run_1/layer_met3.png
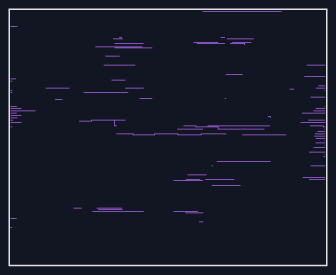
run_1/io_fan.png
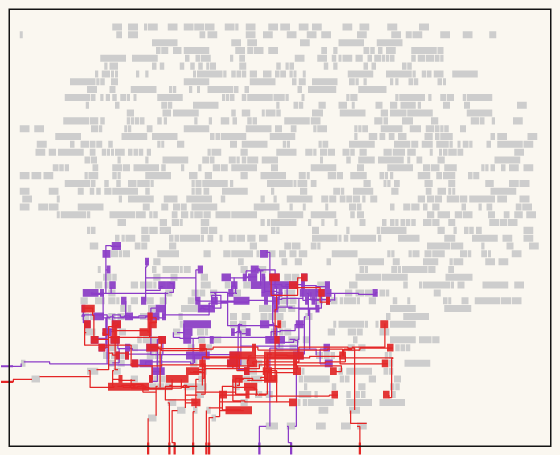
run_1/placement.png
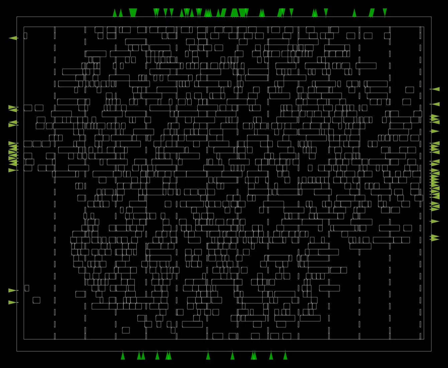
==> config.mk <==
export PLATFORM = sky130hd
export DESIGN_NAME = axi2ahb_wctrl
export DESIGN_NICKNAME = d
export VERILOG_FILES = /design/src/rtl/axi2ahb_wctrl.sv
export SDC_FILE = /design/constraint.sdc
export NUM_CORES = 1
export LEC_CHECK = 0
export CAP_MARGIN = 20
export CORE_ASPECT_RATIO = 0.8
export CORE_MARGIN = 3
export CORE_UTILIZATION = 24
export DETAILED_ROUTE_END_ITERATION = 8
export HOLD_SLACK_MARGIN = 0.02
export PLACE_DENSITY = 0.41
export SYNTH_ARGS = -nofsm -noshare
export SYNTH_HDL_FRONTEND = slang
export SYNTH_SLANG_ARGS = --single-unit
export TNS_END_PERCENT = 100
==> constraint.sdc <==
create_clock -name ACLK -period 2.9 [get_ports ACLK]
set_input_delay 0.87 -clock ACLK [delete_from_list [all_inputs] [get_ports ACLK]]
set_output_delay 0.87 -clock ACLK [all_outputs]
set_load 0.02 [all_outputs]
==> out/qor.csv, run 1 <==
stage,metric,value,unit
critical_path,path_cells,buf_6 -> nor3b_1 -> ha_1 -> a21o_1 -> a21oi_2 -> nor2b_1 -> o31a_1 -> o31a_1 -> xor2_2 -> buf_4 -> o41ai_2 -> a22o_1,
power_and_ir_drop,total_power,6.85,mW
grt,grt_overflow,0,
timing,rsz0062_at_grt,true,
timing,fin_ws,0.0760,ns
route,final_antenna_net_count,0,
logic_synthesis,syn_inst,783,
logic_synthesis,ys_cells,783,
critical_path,worst_path_dominant_cell_family,AND-OR/OR-AND gates,
logic_synthesis,synthArstFlopShare,100,%
clocking,clk_transition_reported_paths,0.07,ns
flow_run,drv_cap,0,
grt,antenna_found_initial,0,
logic_synthesis,ys_seq_share,33.1,%
outcome,status,completed,
critical_path,critPathMaxStageDelay,0.44,ns
finish,fill_cells,2734,
critical_path,cp_num_buf_inv,2,
logic_synthesis,ys_sh_simple,24.5,%
placed_design,post-place-ws,-0.703,ns
grt,grt_pass1_wl,36.4,mm
grt,grt_pass1_vias,6308,
power_and_ir_drop,powerComb,3.69,mW
power_and_ir_drop,p_sw_share,43.2,%
power_and_ir_drop,seq_cell_power,2.02,mW
timing,timing.hold.ws,0.473,ns
power_and_ir_drop,vdd_drop_max,0.330,mV
critical_path,r2r_cells,12,
finish,fin_nets,1063,
logic_synthesis,synth.largest_area_cell,dfrtp_1,
logic_synthesis,topCellsByArea,"dfrtp_1 33%, o21ai_0 7.0%, nand2_1 5.9%, nor2_1 4.3%, a21oi_1 3.4%",
finish,instances_no_fill,1353,
timing,min_period_over_period,97.4,%
logic_synthesis,most_common_cell,nand2_1,
flow_run,warnings,30,
clocking,cts_sinks,84,
clocking,htree_levels,3,
finish,antenna_cells,0,
power_and_ir_drop,combPwrFrac,53.9,%
placed_design,gp_congestion,0.798,
power_and_ir_drop,power_leader,combinational logic,
logic_synthesis,synth_area,6350,um2
power_and_ir_drop,clkPwrFrac,16.7,%
timing,period_minus_slack,2.82,ns
clocking,cts_resized,32,
critical_path,cp-start-kind,flip-flop,
finish,area_growth,45.7,%
About layer_met3.png:
- main direction: horizontal
- longest straight run: 46.7 um
- wire length on this layer: 958 um
- nets with wire on the layer: 77
- share of all routed wire: 4.1%
via count: 6508
final WL: 23.4 mm
met3 Track Usage GR: 2.82%

About io_fan.png:
- purple: `AWSIZE` (bits 3; direction input; edge 2 bottom, 1 left; end cells 90; buffers 22; wire 1090 um)
- red: `AWLEN` (bits 8; direction input; edge 7 bottom, 1 left; end cells 60; buffers 26; wire 1270 um)
top-level I/O count: 97
Port Buffer Count: 93

About placement.png:
flip-flops: 84
fraction of area in registers: 22.8%

==> run 1: layout make-up <==
| cell class | count | area [um2] | area share (%) |
|---|---|---|---|
| Multi-Input combinational cell | 624 | 4120 | 44.5 |
| Sequential cell | 84 | 2110 | 22.8 |
| Tap cell | 351 | 439 | 4.75 |
| Inverter | 19 | 71.3 | 0.771 |
| Clock buffer | 9 | 225 | 2.44 |
| Timing Repair Buffer | 259 | 2230 | 24.1 |
| Clock inverter | 7 | 57.6 | 0.622 |
==> run 1: cell families after synthesis <==
kind of cell	count (synthesis)
buf+inv	76
mux	17
other cells	2
compound gates	252
flops	84
fa+ha+maj	14
xor+xnor	28
simple gates	310
run_1/metal_density.png
38 x 30 tiles, from black (low) to pale yellow (high), scaled to the fullest tile. Values are wire area over tile area, all layers added.
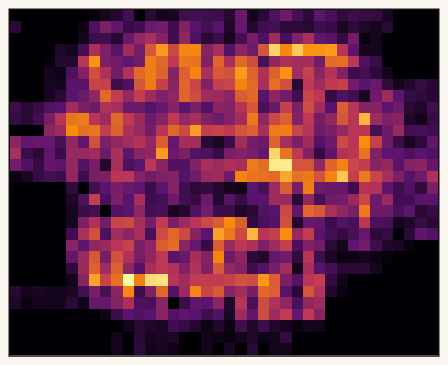

==> run 1 -> run 2 <==
--- a/config.mk
+++ b/config.mk
@@ -8,10 +8,10 @@
 export CAP_MARGIN = 20
 export CORE_ASPECT_RATIO = 0.8
 export CORE_MARGIN = 3
-export CORE_UTILIZATION = 24
+export CORE_UTILIZATION = 50
 export DETAILED_ROUTE_END_ITERATION = 8
 export HOLD_SLACK_MARGIN = 0.02
-export PLACE_DENSITY = 0.41
+export PLACE_DENSITY = 0.76
 export SYNTH_ARGS = -nofsm -noshare
 export SYNTH_HDL_FRONTEND = slang
 export SYNTH_SLANG_ARGS = --single-unit
run_2/metal_density.png
26 x 21 tiles, from black (low) to pale yellow (high), scaled to the fullest tile. Values are wire area over tile area, all layers added.
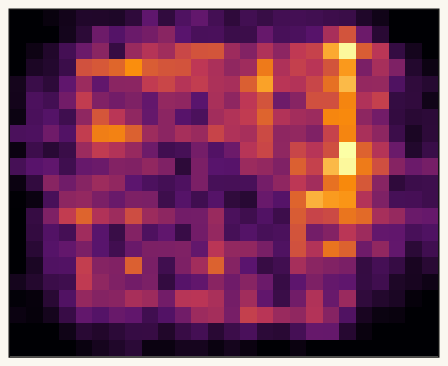
- fullest tile: 0.89
- nearly empty tiles: 8.6%
- tiles over half the peak: 15%
- densest ninth of the die: middle right
- mean over tiles: 0.26
final WL: 22.3 mm
GR Util All Layers: 30.1%
via count: 7092

run_2/io_fan.png
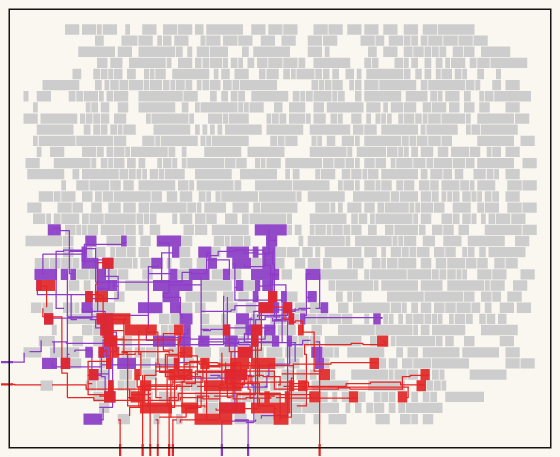
- purple: `AWSIZE` (bits 3; direction input; edge 2 bottom, 1 left; end cells 90; buffers 20; wire 1060 um)
- red: `AWLEN` (bits 8; direction input; edge 7 bottom, 1 left; end cells 60; buffers 31; wire 1230 um)

==> out/qor.csv, run 2 <==
stage,metric,value,unit
grt,grt_pass1_vias,6841,
logic_synthesis,ys_seq_share,33.1,%
clocking,cts_sinks,84,
power_and_ir_drop,power_leader,combinational logic,
timing,min_period_over_period,104,%
timing,period_minus_slack,3.02,ns
power_and_ir_drop,p_sw_share,43.2,%
timing,fin_ws,-0.121,ns
power_and_ir_drop,total_power,6.90,mW
power_and_ir_drop,vdd_drop_max,0.400,mV
critical_path,r2r_cells,12,
critical_path,cp-start-kind,flip-flop,
logic_synthesis,synth_area,6350,um2
placed_design,gp_congestion,0.954,
logic_synthesis,synthArstFlopShare,100,%
logic_synthesis,syn_inst,783,
logic_synthesis,ys_cells,783,
placed_design,post-place-ws,-0.694,ns
finish,antenna_cells,0,
finish,fill_cells,907,
outcome,violations,negative setup slack,
power_and_ir_drop,clkPwrFrac,17.3,%
flow_run,drv_cap,0,
placed_design,port_buffers,93,
finish,area_growth,41.7,%
outcome,status,"complete, but fails checks",
grt,grt_overflow,0,
timing,timing.hold.ws,0.476,ns
power_and_ir_drop,powerComb,3.65,mW
logic_synthesis,ys_sh_simple,24.5,%
logic_synthesis,topCellsByArea,"dfrtp_1 33%, o21ai_0 7.0%, nand2_1 5.9%, nor2_1 4.3%, a21oi_1 3.4%",
timing,setup_viol,6,
timing,rsz0062_at_grt,true,
grt,grt_pass1_wl,34.5,mm
route,final_antenna_net_count,0,
logic_synthesis,most_common_cell,nand2_1,
logic_synthesis,synth.largest_area_cell,dfrtp_1,
grt,antenna_found_initial,0,
run_2/layer_met3.png
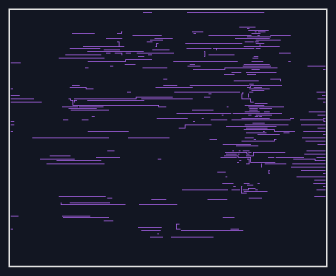
met3 Track Usage GR: 5.63%

run 2: cell counts after synthesis:
Identical to the previous run, type by type.
run 2: cell type report:
class,instances,area [um2],area share (%)
Sequential cell,84,2110,23.4
Tap cell,171,214,2.38
Timing Repair Buffer,245,2140,23.8
Multi-Input combinational cell,624,4160,46.3
Inverter,19,71.3,0.793
Clock inverter,5,60.1,0.668
Clock buffer,11,243,2.70
run 2: worst max-delay path, cell delays in order, from the launching register on:
cell and delay, ns:
dfrtp_2 0.44, buf_4 0.15, buf_4 0.15, nor3b_1 0.15, ha_1 0.34, nand4_1 0.19, a21boi_2 0.22, o2111ai_2 0.17
and2_4 0.20, xnor2_1 0.49, o41ai_2 0.13, buf_4 0.15, a21oi_1 0.15
